**src/rtl/running_extremum_tracker_if.sv**
```systemverilog
// Bundle of the sample stream, the external comparator link and the
// tracker results. The tracker drives through the slave modport and the
// producer/comparator side uses master. When TRACKER_RANGE_EN is defined,
// the bundle also carries range_val.
interface running_extremum_tracker_if #(
   parameter int N  = 8,
   parameter int CW = 8
);
   logic          in_valid;
   logic [N-1:0]  in_data;
   logic          in_ready;
   logic [N-1:0]  cmp_a;
   logic [N-1:0]  cmp_b;
   logic          cmp_eq;
   logic          cmp_lt;
   logic [N-1:0]  min_val;
   logic [N-1:0]  max_val;
   logic [CW-1:0] count;
   logic [CW-1:0] tie_count;
   logic          valid;
   logic          done;
`ifdef TRACKER_RANGE_EN
   logic [N-1:0]  range_val;

   modport master (
      output in_valid, in_data, cmp_eq, cmp_lt,
      input  in_ready, cmp_a, cmp_b, min_val, max_val, count, tie_count,
             valid, done, range_val
   );
   modport slave (
      input  in_valid, in_data, cmp_eq, cmp_lt,
      output in_ready, cmp_a, cmp_b, min_val, max_val, count, tie_count,
             valid, done, range_val
   );
`else
   modport master (
      output in_valid, in_data, cmp_eq, cmp_lt,
      input  in_ready, cmp_a, cmp_b, min_val, max_val, count, tie_count,
             valid, done
   );
   modport slave (
      input  in_valid, in_data, cmp_eq, cmp_lt,
      output in_ready, cmp_a, cmp_b, min_val, max_val, count, tie_count,
             valid, done
   );
`endif
endinterface

```
**src/rtl/running_extremum_tracker.sv**
```systemverilog
// Running min/max tracker that uses an external comparator for every
// ordering decision. Each sample after the first takes two compare cycles:
// first against the stored minimum, then against the stored maximum.
// Defining TRACKER_RANGE_EN adds the registered output range_val, which
// holds max_val - min_val.
module running_extremum_tracker #(
   parameter int N  = 8,
   parameter int CW = 8
) (
   input  logic                     clk,
   input  logic                     rst_n,
   input  logic                     clear,
   running_extremum_tracker_if.slave bus
);

   typedef enum logic [1:0] {
      ST_EMPTY   = 2'd0,
      ST_READY   = 2'd1,
      ST_CMP_MIN = 2'd2,
      ST_CMP_MAX = 2'd3
   } state_t;

   state_t        state_q, state_d;
   logic [N-1:0]  smp_q, smp_d;
   logic [N-1:0]  min_q, min_d;
   logic [N-1:0]  max_q, max_d;
   logic [CW-1:0] count_q, count_d;
   logic [CW-1:0] tie_q, tie_d;
   logic          valid_q, valid_d;
   logic          done_q, done_d;
`ifdef TRACKER_RANGE_EN
   logic [N-1:0]  range_q, range_d;
`endif

   logic          in_ready_s;
   logic          accept_s;
   logic [N-1:0]  cmp_a_s;
   logic [N-1:0]  cmp_b_s;

   // Saturating counter increment: holds at all-ones instead of wrapping.
   function automatic logic [CW-1:0] sat_inc(input logic [CW-1:0] v);
      if (v == {CW{1'b1}}) begin
         return v;
      end else begin
         return v + CW'(1'b1);
      end
   endfunction

   // Handshake and comparator operand selection, decoded from state only.
   always_comb begin
      in_ready_s = 1'b0;
      cmp_a_s    = {N{1'b0}};
      cmp_b_s    = {N{1'b0}};
      case (state_q)
         ST_EMPTY:   in_ready_s = 1'b1;
         ST_READY:   in_ready_s = 1'b1;
         ST_CMP_MIN: begin
            cmp_a_s = smp_q;
            cmp_b_s = min_q;
         end
         ST_CMP_MAX: begin
            cmp_a_s = max_q;
            cmp_b_s = smp_q;
         end
         default: begin
            in_ready_s = 1'b0;
         end
      endcase
      accept_s = bus.in_valid & in_ready_s;
   end

   // Next-state logic. Clear wins over everything and drops any in-flight update.
   always_comb begin
      state_d = state_q;
      smp_d   = smp_q;
      min_d   = min_q;
      max_d   = max_q;
      count_d = count_q;
      tie_d   = tie_q;
      valid_d = valid_q;
      done_d  = 1'b0;
`ifdef TRACKER_RANGE_EN
      range_d = range_q;
`endif
      if (clear) begin
         state_d = ST_EMPTY;
         smp_d   = {N{1'b0}};
         min_d   = {N{1'b0}};
         max_d   = {N{1'b0}};
         count_d = {CW{1'b0}};
         tie_d   = {CW{1'b0}};
         valid_d = 1'b0;
`ifdef TRACKER_RANGE_EN
         range_d = {N{1'b0}};
`endif
      end else begin
         case (state_q)
            ST_EMPTY: begin
               // The first sample seeds both extremes and needs no compare.
               if (accept_s) begin
                  min_d   = bus.in_data;
                  max_d   = bus.in_data;
                  count_d = CW'(1'b1);
                  valid_d = 1'b1;
                  done_d  = 1'b1;
                  state_d = ST_READY;
`ifdef TRACKER_RANGE_EN
                  range_d = {N{1'b0}};
`endif
               end else begin
                  state_d = ST_EMPTY;
               end
            end
            ST_READY: begin
               if (accept_s) begin
                  smp_d   = bus.in_data;
                  state_d = ST_CMP_MIN;
               end else begin
                  state_d = ST_READY;
               end
            end
            ST_CMP_MIN: begin
               if (bus.cmp_lt) begin
                  min_d = smp_q;
               end else begin
                  min_d = min_q;
               end
               state_d = ST_CMP_MAX;
            end
            ST_CMP_MAX: begin
               if (bus.cmp_lt) begin
                  max_d = smp_q;
               end else begin
                  max_d = max_q;
               end
               if (bus.cmp_eq) begin
                  tie_d = sat_inc(tie_q);
               end else begin
                  tie_d = tie_q;
               end
               count_d = sat_inc(count_q);
               done_d  = 1'b1;
               state_d = ST_READY;
`ifdef TRACKER_RANGE_EN
               // min_q is already final here; it was settled in CMP_MIN.
               range_d = max_d - min_q;
`endif
            end
            default: begin
               state_d = ST_EMPTY;
            end
         endcase
      end
   end

   // State and result registers with asynchronous active-low reset.
   always_ff @(posedge clk or negedge rst_n) begin
      if (!rst_n) begin
         state_q <= ST_EMPTY;
         smp_q   <= {N{1'b0}};
         min_q   <= {N{1'b0}};
         max_q   <= {N{1'b0}};
         count_q <= {CW{1'b0}};
         tie_q   <= {CW{1'b0}};
         valid_q <= 1'b0;
         done_q  <= 1'b0;
`ifdef TRACKER_RANGE_EN
         range_q <= {N{1'b0}};
`endif
      end else begin
         state_q <= state_d;
         smp_q   <= smp_d;
         min_q   <= min_d;
         max_q   <= max_d;
         count_q <= count_d;
         tie_q   <= tie_d;
         valid_q <= valid_d;
         done_q  <= done_d;
`ifdef TRACKER_RANGE_EN
         range_q <= range_d;
`endif
      end
   end

   assign bus.in_ready  = in_ready_s;
   assign bus.cmp_a     = cmp_a_s;
   assign bus.cmp_b     = cmp_b_s;
   assign bus.min_val   = min_q;
   assign bus.max_val   = max_q;
   assign bus.count     = count_q;
   assign bus.tie_count = tie_q;
   assign bus.valid     = valid_q;
   assign bus.done      = done_q;
`ifdef TRACKER_RANGE_EN
   assign bus.range_val = range_q;
`endif

endmodule

```
**src/flat_wrapper.sv**
```systemverilog
// flat-port wrapper written by rule: the top's interface ports become plain ports
module running_extremum_tracker_flat 
#(
   parameter int N  = 8,
   parameter int CW = 8
)
  (clk, rst_n, clear, bus_in_valid, bus_in_data, bus_cmp_eq, bus_cmp_lt, bus_in_ready, bus_cmp_a, bus_cmp_b, bus_min_val, bus_max_val, bus_count, bus_tie_count, bus_valid, bus_done);
  running_extremum_tracker_if #(.N(N), .CW(CW)) bus_i ();
  input  logic clk;
  input  logic rst_n;
  input  logic clear;
  input wire logic [$bits(bus_i.in_valid)-1:0] bus_in_valid;
  input wire logic [$bits(bus_i.in_data)-1:0] bus_in_data;
  input wire logic [$bits(bus_i.cmp_eq)-1:0] bus_cmp_eq;
  input wire logic [$bits(bus_i.cmp_lt)-1:0] bus_cmp_lt;
  output wire logic [$bits(bus_i.in_ready)-1:0] bus_in_ready;
  output wire logic [$bits(bus_i.cmp_a)-1:0] bus_cmp_a;
  output wire logic [$bits(bus_i.cmp_b)-1:0] bus_cmp_b;
  output wire logic [$bits(bus_i.min_val)-1:0] bus_min_val;
  output wire logic [$bits(bus_i.max_val)-1:0] bus_max_val;
  output wire logic [$bits(bus_i.count)-1:0] bus_count;
  output wire logic [$bits(bus_i.tie_count)-1:0] bus_tie_count;
  output wire logic [$bits(bus_i.valid)-1:0] bus_valid;
  output wire logic [$bits(bus_i.done)-1:0] bus_done;
  assign bus_i.in_valid = bus_in_valid;
  assign bus_i.in_data = bus_in_data;
  assign bus_i.cmp_eq = bus_cmp_eq;
  assign bus_i.cmp_lt = bus_cmp_lt;
  assign bus_in_ready = bus_i.in_ready;
  assign bus_cmp_a = bus_i.cmp_a;
  assign bus_cmp_b = bus_i.cmp_b;
  assign bus_min_val = bus_i.min_val;
  assign bus_max_val = bus_i.max_val;
  assign bus_count = bus_i.count;
  assign bus_tie_count = bus_i.tie_count;
  assign bus_valid = bus_i.valid;
  assign bus_done = bus_i.done;
  running_extremum_tracker #(.N(N), .CW(CW)) u_core (.clk(clk), .rst_n(rst_n), .clear(clear), .bus(bus_i));
endmodule
```
**config.mk**
```make
export PLATFORM = sky130hd
export DESIGN_NAME = running_extremum_tracker_flat
export DESIGN_NICKNAME = d
export VERILOG_FILES = /design/src/rtl/running_extremum_tracker_if.sv /design/src/rtl/running_extremum_tracker.sv /design/src/flat_wrapper.sv
export SDC_FILE = /design/constraint.sdc
export NUM_CORES = 1
export LEC_CHECK = 0
export CAP_MARGIN = 30
export CORE_UTILIZATION = 43
export CTS_CLUSTER_SIZE = 25
export DETAILED_ROUTE_END_ITERATION = 16
export DONT_BUFFER_PORTS = 1
export SYNTH_ARGS = -nofsm -noshare
export SYNTH_HDL_FRONTEND = slang
export SYNTH_SLANG_ARGS = --single-unit
```
**constraint.sdc**
```tcl
create_clock -name clk -period 3.4 [get_ports clk]
set_clock_uncertainty 0.1 [all_clocks]
set_input_delay 0.68 -clock clk [delete_from_list [all_inputs] [get_ports clk]]
set_output_delay 0.68 -clock clk [all_outputs]
set_load 0.02 [all_outputs]
```
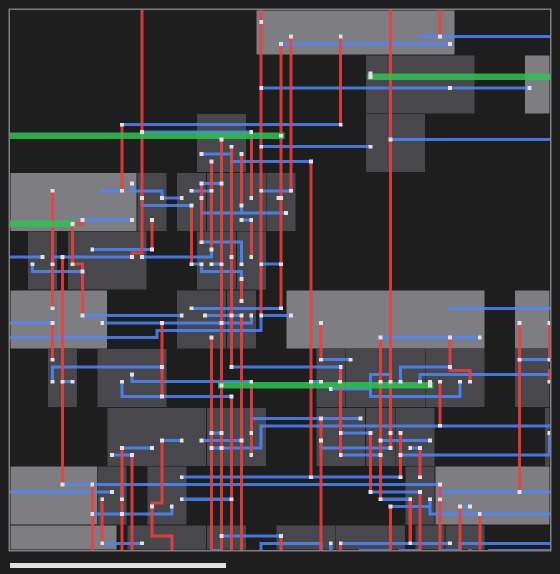
(run_1/zoom.png)
Bar = 10 um. Window x 7 to 32, y 7 to 32 um. Cells in gray, sequential cells in the stronger gray; small squares are vias.
Green shows met3. Blue shows met1. Red shows met2.
Netlist names of flops here include `u_core.bus.tie_count` (4). Most frequent: nor2_1 (6), nand2_1 (4), dfrtp_1 (4). 30 logic cells have their middle in the window. Sequential cells in the window: 4.

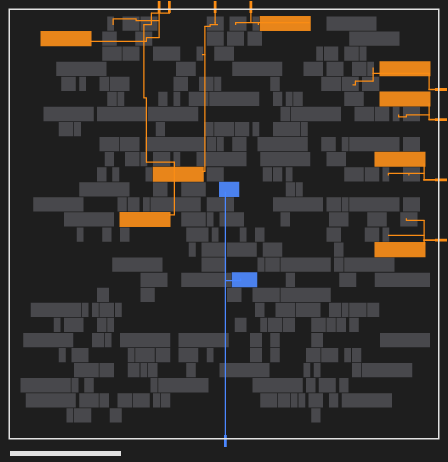
(run_1/port_nets.png)
Bar = 20 um.
Orange shows `bus_max_val`, bits 8, direction output, end cells 8, buffers 0, wire 183 um. Blue shows `bus_cmp_lt`, bits 1, direction input, end cells 2, buffers 0, wire 47.1 um.

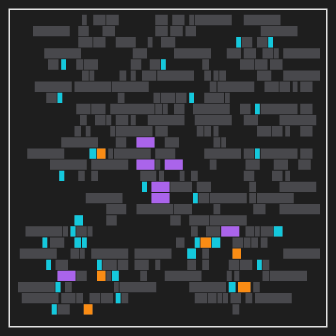
(run_1/gate_families.png)
Cyan shows NOR gates, cells 29, where spread over the die. Orange shows AND and OR gates, cells 6. Purple shows adder and majority cells, cells 7, where middle.

==> results_slide.txt, run 1 <==
Synthesis and Place & Route Summary

Setup path
  • CP peak stage delay: roughly 0.57 ns
  • Critical path class: flop to output port
  • Worst path required time: approximately 2.6 ns
  • Critical Path Sink Type: output port
  • Startpoint types: flop
  • CP max-delay cell: ha_1
  • Max FO, Critical Path: 14
  • CP arrival: 2.01 ns
  • Crit path cell chain: inv_1 -> ha_1 -> buf_4 -> a22o_1

Worst hold path
  • Worst Hold Class: input pin to async pin

Layout
  • Top Layout Cells: 44 x dfrtp_1, 24 x nand2_1, 21 x nor2_1, 20 x mux2i_1, 18 x a21oi_1
  • Most used logic cell in the final layout: dfrtp_1
  • Final nets: 268
  • Layout cells sized above 1: 6.855%
  • Area grow syn2layout: 7.451%

Clock network
  • H-tree depth: 2
  • CTS tree: done
  • # clock sinks: between 40 and 50
  • Clk buf depth: 2

Timing
  • Worst hold slack: approximately 0.11 ns
  • Final period util: between 80% and 90%
  • Slew at the pin closest to its max-slew limit: around 0.76 ns
  • Worst Slack Setup Final: 0.6147 ns
  • RSZ-0062 raised after global routing: false
  • Tmin final: roughly 2.8 ns

GRT
  • GR Overflow Total: 0
  • Total GRT Usage: about a fifth

Floorplanning
  • Die X: 77.25 um
  • FP Util: approximately 44%
  • Die ar.: roughly 6000 um2

Drt
  • Routed Antenna Nets: 0
  • DR vias: 1882
  • Final WL: 5552 um
  • Drt first-iter violations: ~110

Placed design
  • Dpl ws: 0.9386 ns
  • DPL Wire Length: 3661 um
  • IO Port Bufs: 0

Synthesis
  • Synth async-reset ratio: 100.0%
  • Post-Syn Nets: roughly 270
  • Unique cell type count in the Yosys netlist: 43
  • Synth Cell Area: 2435 um2
  • Area fraction of the dominant cell type after synthesis: ~45%
  • Area leader, netlist: dfrtp_1
  • Synth Seq Share: between 40 and 50%

Power and ir drop
  • Gate power share: about an eighth
  • P_sw: 349.2 uW

Status
  • Status: completed

Flow run
  • Max cap viols: 0
  • Log Warnings: 30
run 1: stage by stage:
step / total power [mW] / instances
final: 1.177 / 320
after CTS: 1.195 / 320
after detailed placement: 0.7702 / 311
after floorplan: 0.7464 / 251
after global placement: 0.7675 / 311
after global routing: 1.237 / 320
run 1: worst reg2reg max path, delay by kind of cell (launching register included):
family	cells	cell delay, ns
compound gates	2	0.83
flops	1	0.42
mux	1	0.17
buf+inv	1	0.12
simple gates	1	0.08
fa+ha+maj	1	0.57
run 1: final cells by class:
| class | count | area (um2) |
|---|---|---|
| clock buffer | 5 | 68.82 |
| clock inverter | 3 | 42.54 |
| fill | 536 | 2856 |
| inverter | 9 | 33.78 |
| multi-input combinational | 183 | 1230 |
| sequential | 44 | 1101 |
| tap | 72 | 90.09 |
| timing repair buffer | 4 | 50.05 |
run 1: sequential cells by signal, summed over array words and instances (netlist names):
register,count
u_core.bus.count,8
u_core.bus.max_val,8
u_core.bus.min_val,8
u_core.bus.tie_count,8
u_core.smp_q,8
u_core.state_q,2
u_core.bus.done,1
u_core.bus.valid,1
run 1: what timing repair did:
action,4_1_cts,5_1_grt
hold buffers,1,0
gates resized,0,0
endpoints found under the hold margin,44,0
run 1: kinds of logic after synthesis:
family / Yosys count / share of synthesized area, %
and+or+nand+nor: 76 / 14.18
DFF: 44 / 45.22
AOI/OAI and AO/OA: 75 / 22.35
adders and majority gates: 7 / 3.597
buffers and inverters: 24 / 4.265
xor gates and xnor gates: 3 / 1.079
muxes: 22 / 9.301
run 1: per-layer routing:
layer | part of all wire [%] | vias up | global-route usage (%)
li1 | - | 920 | -
met1 | 46 | 914 | 26.59
met2 | 47 | 42 | 31.86
met3 | 5.7 | 6 | 6.071
met4 | 1.1 | 0 | 5.660
met5 | 0 | - | 0
run 1: synthesized netlist by cell type, types with 2 or more instances:
cell type,instances
xor2_1,3
inv_1,9
a22o_1,16
nand2b_1,2
a211oi_1,12
o31ai_1,9
ha_1,7
o211ai_1,3
nor3_1,4
a31o_1,2
o211a_1,2
nand2_1,24
buf_2,5
nand4_1,2
dfrtp_1,44
nand3_1,13
a21oi_1,18
mux2i_1,20
clkbuf_1,5
o21ai_1,3
o21ai_0,2
nor2b_1,2
buf_1,3
buf_4,2
nor2_1,21
run 1: power by group through the flow:
| stage | logic, mW | registers, mW | clock network [mW] |
|---|---|---|---|
| 2_1_floorplan | 0.117 | 0.630 | 0 |
| 3_3_place_gp | 0.128 | 0.640 | 0 |
| 3_5_place_dp | 0.130 | 0.640 | 0 |
| 4_1_cts | 0.146 | 0.630 | 0.419 |
| 5_1_grt | 0.165 | 0.636 | 0.436 |
| 6_report | 0.143 | 0.629 | 0.405 |
run 1: how the worst max path moves through the flow:
stage / startpoint / end / cells after the start / slack [ns]
after floorplan: u_core.state_q[0] / bus_cmp_a[1] / 4 / 1.23
after global placement: u_core.state_q[0] / bus_cmp_a[4] / 4 / 0.98
after detailed placement: u_core.state_q[0] / bus_cmp_a[4] / 4 / 0.94
after CTS: u_core.state_q[0] / bus_cmp_a[4] / 4 / 0.60
after global routing: u_core.state_q[0] / bus_cmp_a[4] / 4 / 0.46
final: u_core.state_q[0] / bus_cmp_a[4] / 4 / 0.61
==> run_1/met3.png <==
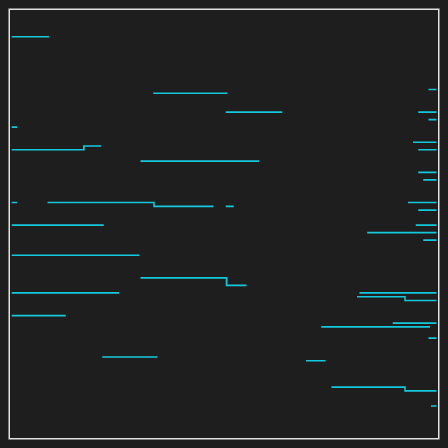

==> run 1 -> run 2 <==
Clock period 3.4 ns to 2.28 ns, I/O delays scaled along.
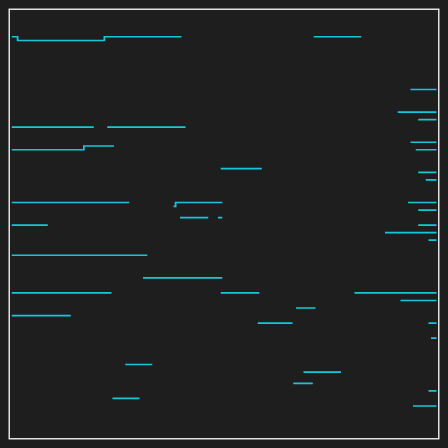
(run_2/met3.png)
The layer holds 5.6% of the routed length. The wires run mostly horizontal. The layer carries 312 um of wire. The longest straight run is 24.1 um. 34 nets have wire on it.

==> run 2 against run 1 <==
Cell count is 3.1% higher. Sequential power is 48% higher. Global-route usage is 0.18 points lower. Via count is 1.1% higher. Register-to-register slack worse by 0.74 ns. Combinational power is 73% higher. Power is 56% higher. First-iteration DRC count is 5.3% lower. Flip-flop count stayed put.
==> results_slide.txt, run 2 <==
Synthesis and Place & Route Summary

Status
  • Status: completed

Synthesis
  • Area fraction of the dominant cell type after synthesis: 45.22% (unchanged)
  • Area leader, netlist: dfrtp_1
  • Synth Cell Area: 2435 um2 (unchanged)
  • Count leader, synth: dfrtp_1
  • Synth Seq Share: 45.22% (unchanged)
  • Post-Syn Nets: 272 (unchanged)

Layout
  • Final nets: 278 (+3.7%)
  • Area grow syn2layout: 11.25%
  • Most used logic cell in the final layout: dfrtp_1
  • Top Layout Cells: 44 x dfrtp_1, 24 x nand2_1, 21 x nor2_1, 20 x mux2i_1, 18 x a21oi_1

Floorplanning
  • Die ar.: 5968 um2 (unchanged)
  • Die X: 77.25 um (unchanged)
  • FP Util: 44.49% (unchanged)

Timing
  • Worst hold slack: 0.1152 ns (+0.0007670 ns)
  • Tmin final: 2.142 ns

Drt
  • DR vias: 1902 (+1.1%)
  • Final WL: 5583 um (+0.56%)
  • Routed Antenna Nets: 0 (unchanged)
  • Drt first-iter violations: 107 (-5.3%)

Power and ir drop
  • P per Cell Area: 676.0 nW/um2

GRT
  • GR Overflow Total: 0 (unchanged)
  • Total GRT Usage: 19.97% (-0.18 points)

Flow run
  • Log Warnings: 30 (unchanged)
  • Max cap viols: 0 (unchanged)

Setup path
  • CP arrival: 1.59 ns (-0.42 ns)
  • Startpoint types: flop
  • Critical Path Sink Type: output port
  • Worst path required time: 1.72 ns (-0.90 ns)
  • Max FO, Critical Path: 12 (-2)

Placed design
  • DPL Wire Length: 3815 um (+4.2%)

Clock network
  • Clk buf depth: 2 (unchanged)
  • # clock sinks: 44 (unchanged)

Worst hold path
  • Worst Hold Class: input pin to flop
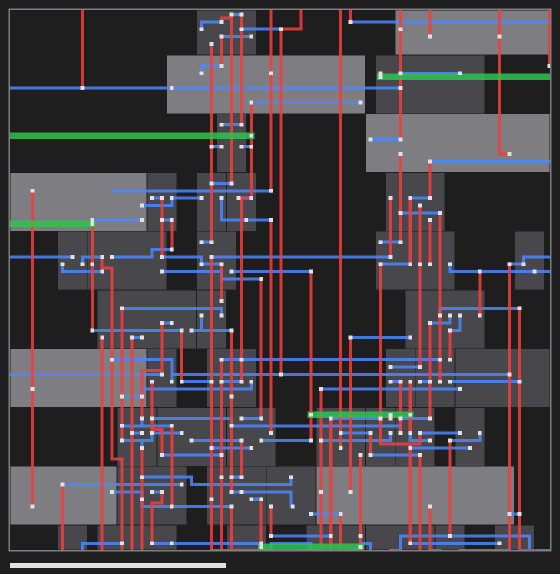
(run_2/zoom.png)
Bar = 10 um. Window x 7 to 32, y 7 to 32 um. Cells in gray, sequential cells in the stronger gray; small squares are vias.
Red shows met2. Green shows met3. Blue shows met1.
Sequential cells in the window: 7. Netlist names of flops here include `u_core.bus.tie_count` (6), `u_core.state_q` (1). Most frequent: dfrtp_1 (7), nor2_1 (5), nand2_1 (4). 37 logic cells have their middle in the window.

-- run 2: cell counts after synthesis --
Identical to the previous run, type by type.
-- run 2: metal layers --
metal | track usage, % | vias to the layer above | routed length (um)
met3 | 5.952 | 7 | 311
li1 | - | 934 | -
met5 | 0 | - | 0
met4 | 5.660 | 0 | 55
met1 | 25.74 | 909 | 2524
met2 | 32.30 | 52 | 2692
-- run 2: logic make-up after synthesis --
logic type                 Yosys count  synth area share (%)
xor gates and xnor gates             3                 1.079
DFF                                 44                 45.22
AOI/OAI and AO/OA                   75                 22.35
buffers and inverters               24                 4.265
muxes                               22                 9.301
adders and majority gates            7                 3.597
and+or+nand+nor                     76                 14.18
-- run 2: path summary, 6_finish.rpt --
check | start | end | depth (start not counted)
max | u_core.state_q[0] | bus_cmp_b[5] | 4
max in group asynchronous | rst_n | u_core.state_q[1] | 2
max reg2reg | u_core.state_q[0] | u_core.bus.count[3] | 6
min in group asynchronous | rst_n | u_core.bus.min_val[0] | 2
min | clear | u_core.smp_q[3] | 1
min reg2reg | u_core.smp_q[6] | u_core.smp_q[6] | 2
-- run 2: worst max-delay path: stages, from the launching register on --
cell and delay (ns):
dfrtp_1 0.42, inv_1 0.12, ha_1 0.25, buf_4 0.23
a22o_1 0.28
-- run 2: per-stage QoR --
stage / setup slack (ns) / utilization [%] / area [um2] / instances
after floorplan: 0.3306 / - / 2435 / 251
after CTS: 0.1165 / 49.50 / 2709 / 330
after global placement: 0.3729 / 46.50 / 2545 / 320
after detailed placement: 0.3036 / 46.50 / 2545 / 320
after global routing: 0.01940 / 49.50 / 2709 / 330
final: 0.1378 / 49.50 / 2709 / 330
-- run 2: where the power goes --
group          leakage [nW]  switching (mW)  internal [mW]
Sequential            0.594           0.101          0.831
Clock                0.0645           0.265          0.387
Combinational         0.475           0.146          0.101
Total                  1.13           0.512           1.32
-- run 2: cell type report --
| class | instances | area (um2) | share of cell area (%) |
|---|---|---|---|
| repair buffers | 14 | 127.6 | 4.711 |
| well taps | 72 | 90.09 | 3.326 |
| clock inverters | 1 | 30.03 | 1.109 |
| clock buffers | 7 | 96.34 | 3.557 |
| flip-flops and latches | 44 | 1101 | 40.65 |
| inverters | 9 | 33.78 | 1.247 |
| multi-input cells | 183 | 1230 | 45.40 |
-- run 2: what timing repair did --
item                      4_1_cts  5_1_grt
buffers inserted                0        0
hold endpoints to repair       44        0
hold buffers                    2        0
==> run_2/final_congestion.png <==
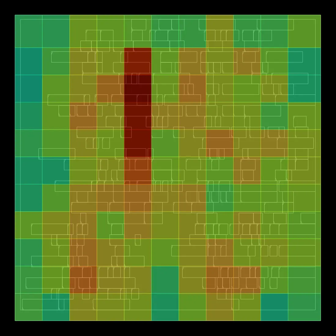

==> run 2 -> run 3 <==
Clock period 2.28 ns to 2.3 ns, I/O delays scaled along.
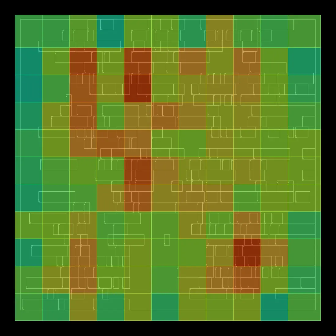
(run_3/final_congestion.png)
M2 GR Usage: 33.01%
Top Usage Layer GRT: met2

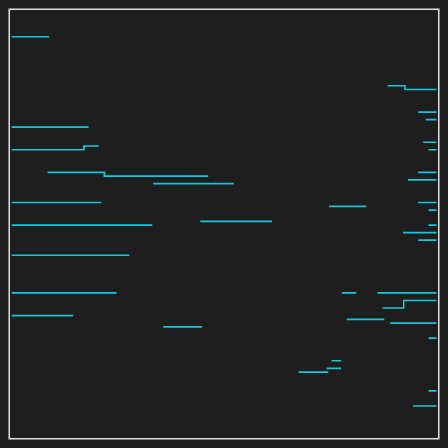
(run_3/met3.png)
The layer carries 289 um of wire. The wires run mostly horizontal. 32 nets have wire on it. The layer holds 5.1% of the routed length. The longest straight run is 25.1 um.

==> run 3 against run 2 <==
Final area decreased by 2.1%. Synthesized area unchanged. First-iteration DRC count increased by 13%. Clock-buffer cell count decreased by 1. Critical path depth unchanged. Via count increased by 0.11%. Combinational power decreased by 3%. Setup slack got worse by 0.0065 ns. Sequential share of layout area increased by 0.86 points.
==> results_slide.txt, run 3 <==
Synthesis and Place & Route Summary

Synthesis
  • MUX share of area: 9.301% (unchanged)
  • Ao+oa area frac: 22.35% (unchanged)
  • Top non-seq family: AND-OR/OR-AND gates
  • XOR Share, Synth: 1.079% (unchanged)
  • Post-Synth Adder-Cell Area: 3.597% (unchanged)
  • Synth Seq Share: 45.22% (unchanged)
  • Post-Syn Nets: 272 (unchanged)
  • Yosys simple share: 14.18% (unchanged)
  • Area fraction of the dominant cell type after synthesis: 45.22% (unchanged)

Worst hold path
  • Hold path start: clear

Floorplanning
  • Die ar.: 5968 um2 (unchanged)
  • FP Util: 44.49% (unchanged)
  • Die X: 77.25 um (unchanged)

Setup path
  • Largest delay share family, worst path: flip-flops
  • CP peak stage delay: 0.43 ns (about the same)
  • Critical Path Sink Type: output port
  • Startpoint types: flop
  • RR Startpoint: u_core.state_q[0]
  • Worst path required time: 1.74 ns (+0.02 ns)
  • Max FO, Critical Path: 12 (unchanged)
  • Worst Path Buf+Inv: 2 (unchanged)
  • Crit path cell chain: inv_1 -> ha_1 -> buf_4 -> a22o_1
  • CP max-delay cell: dfrtp_1

Drt
  • DR vias: 1904 (+0.11%)
  • Routed Antenna Nets: 0 (unchanged)
  • Final WL: 5615 um (+0.57%)
  • Drt first-iter violations: 121 (+13%)

Clock network
  • # clock sinks: 44 (unchanged)
  • Clk buf depth: 2 (unchanged)
  • Post-CTS Hold Fix Bufs: 2 (unchanged)

GRT
  • GR Overflow Total: 0 (unchanged)
  • M1 GR Usage: 25.44% (-0.30 points)
  • Met3 track demand over resource: 6.190% (+0.24 points)

Flow run
  • Max cap viols: 0 (unchanged)
  • Log Warnings: 30 (unchanged)

Layout
  • Area grow syn2layout: 8.941%
  • Top Layout Cells: 44 x dfrtp_1, 24 x nand2_1, 21 x nor2_1, 20 x mux2i_1, 18 x a21oi_1
  • Most used logic cell in the final layout: dfrtp_1
  • Non-Filler Instances: 328 (-0.61%)

Status
  • Status: completed

Placed design
  • Post-placement cell count: 319 (-0.31%)
  • DPL Wire Length: 3821 um (+0.15%)
  • Dpl ws: 0.2167 ns (-0.08691 ns)

Timing
  • Worst Slack Setup Final: 0.1312 ns (-0.006535 ns)
  • Tmin final: 2.169 ns
run 3: worst paths after layout:
| kind | to | slack (ns) | depth (start not counted) |
|---|---|---|---|
| worst min-delay path | u_core.bus.valid | 0.12 | 1 |
| worst min register to register | u_core.smp_q[7] | 0.48 | 2 |
| max in group asynchronous | u_core.bus.min_val[6] | 1.33 | 2 |
| min in group asynchronous | u_core.bus.count[7] | 0.55 | 2 |
| worst max-delay path | bus_cmp_a[5] | 0.13 | 4 |
| worst max register to register | u_core.bus.count[3] | 0.21 | 6 |
run 3: final cells by class:
cell class | count | area (um2)
multi-input combinational | 183 | 1230
timing repair buffer | 13 | 120.1
clock inverter | 1 | 5.005
clock buffer | 6 | 72.57
inverter | 9 | 33.78
fill | 502 | 2820
tap | 72 | 90.09
sequential | 44 | 1101
run 3: where the power goes:
group | internal, mW | switching, mW | leakage [nW]
combinational | 0.0964 | 0.143 | 0.471
clock | 0.207 | 0.260 | 0.0410
sequential | 0.824 | 0.100 | 0.594
total | 1.13 | 0.504 | 1.11
run 3: metrics by stage:
stage,hold WS (ns),area (um2),power [mW],utilization (%)
floorplan,0.06441,2435,1.103,-
global placement,0.06543,2537,1.156,46.36
detailed placement,0.06570,2537,1.161,46.36
CTS,0.1164,2653,1.646,48.47
global route,0.1061,2653,1.723,48.47
finish,0.1218,2653,1.632,48.47
run 3: logic make-up (layout without fill, tap and decap cells):
group | count (synthesis) | after routing
and+or+nand+nor | 76 | 76
AOI/OAI and AO/OA | 75 | 75
DFF | 44 | 44
buffers and inverters | 24 | 29
muxes | 22 | 22
adders and majority gates | 7 | 7
xor gates and xnor gates | 3 | 3
run 3: per-layer routing:
| layer | routed length [um] | up-vias |
|---|---|---|
| li1 | - | 936 |
| met1 | 2546 | 919 |
| met2 | 2730 | 44 |
| met3 | 288 | 5 |
| met4 | 50 | 0 |
| met5 | 0 | - |
Power and IR drop assume default switching activity.
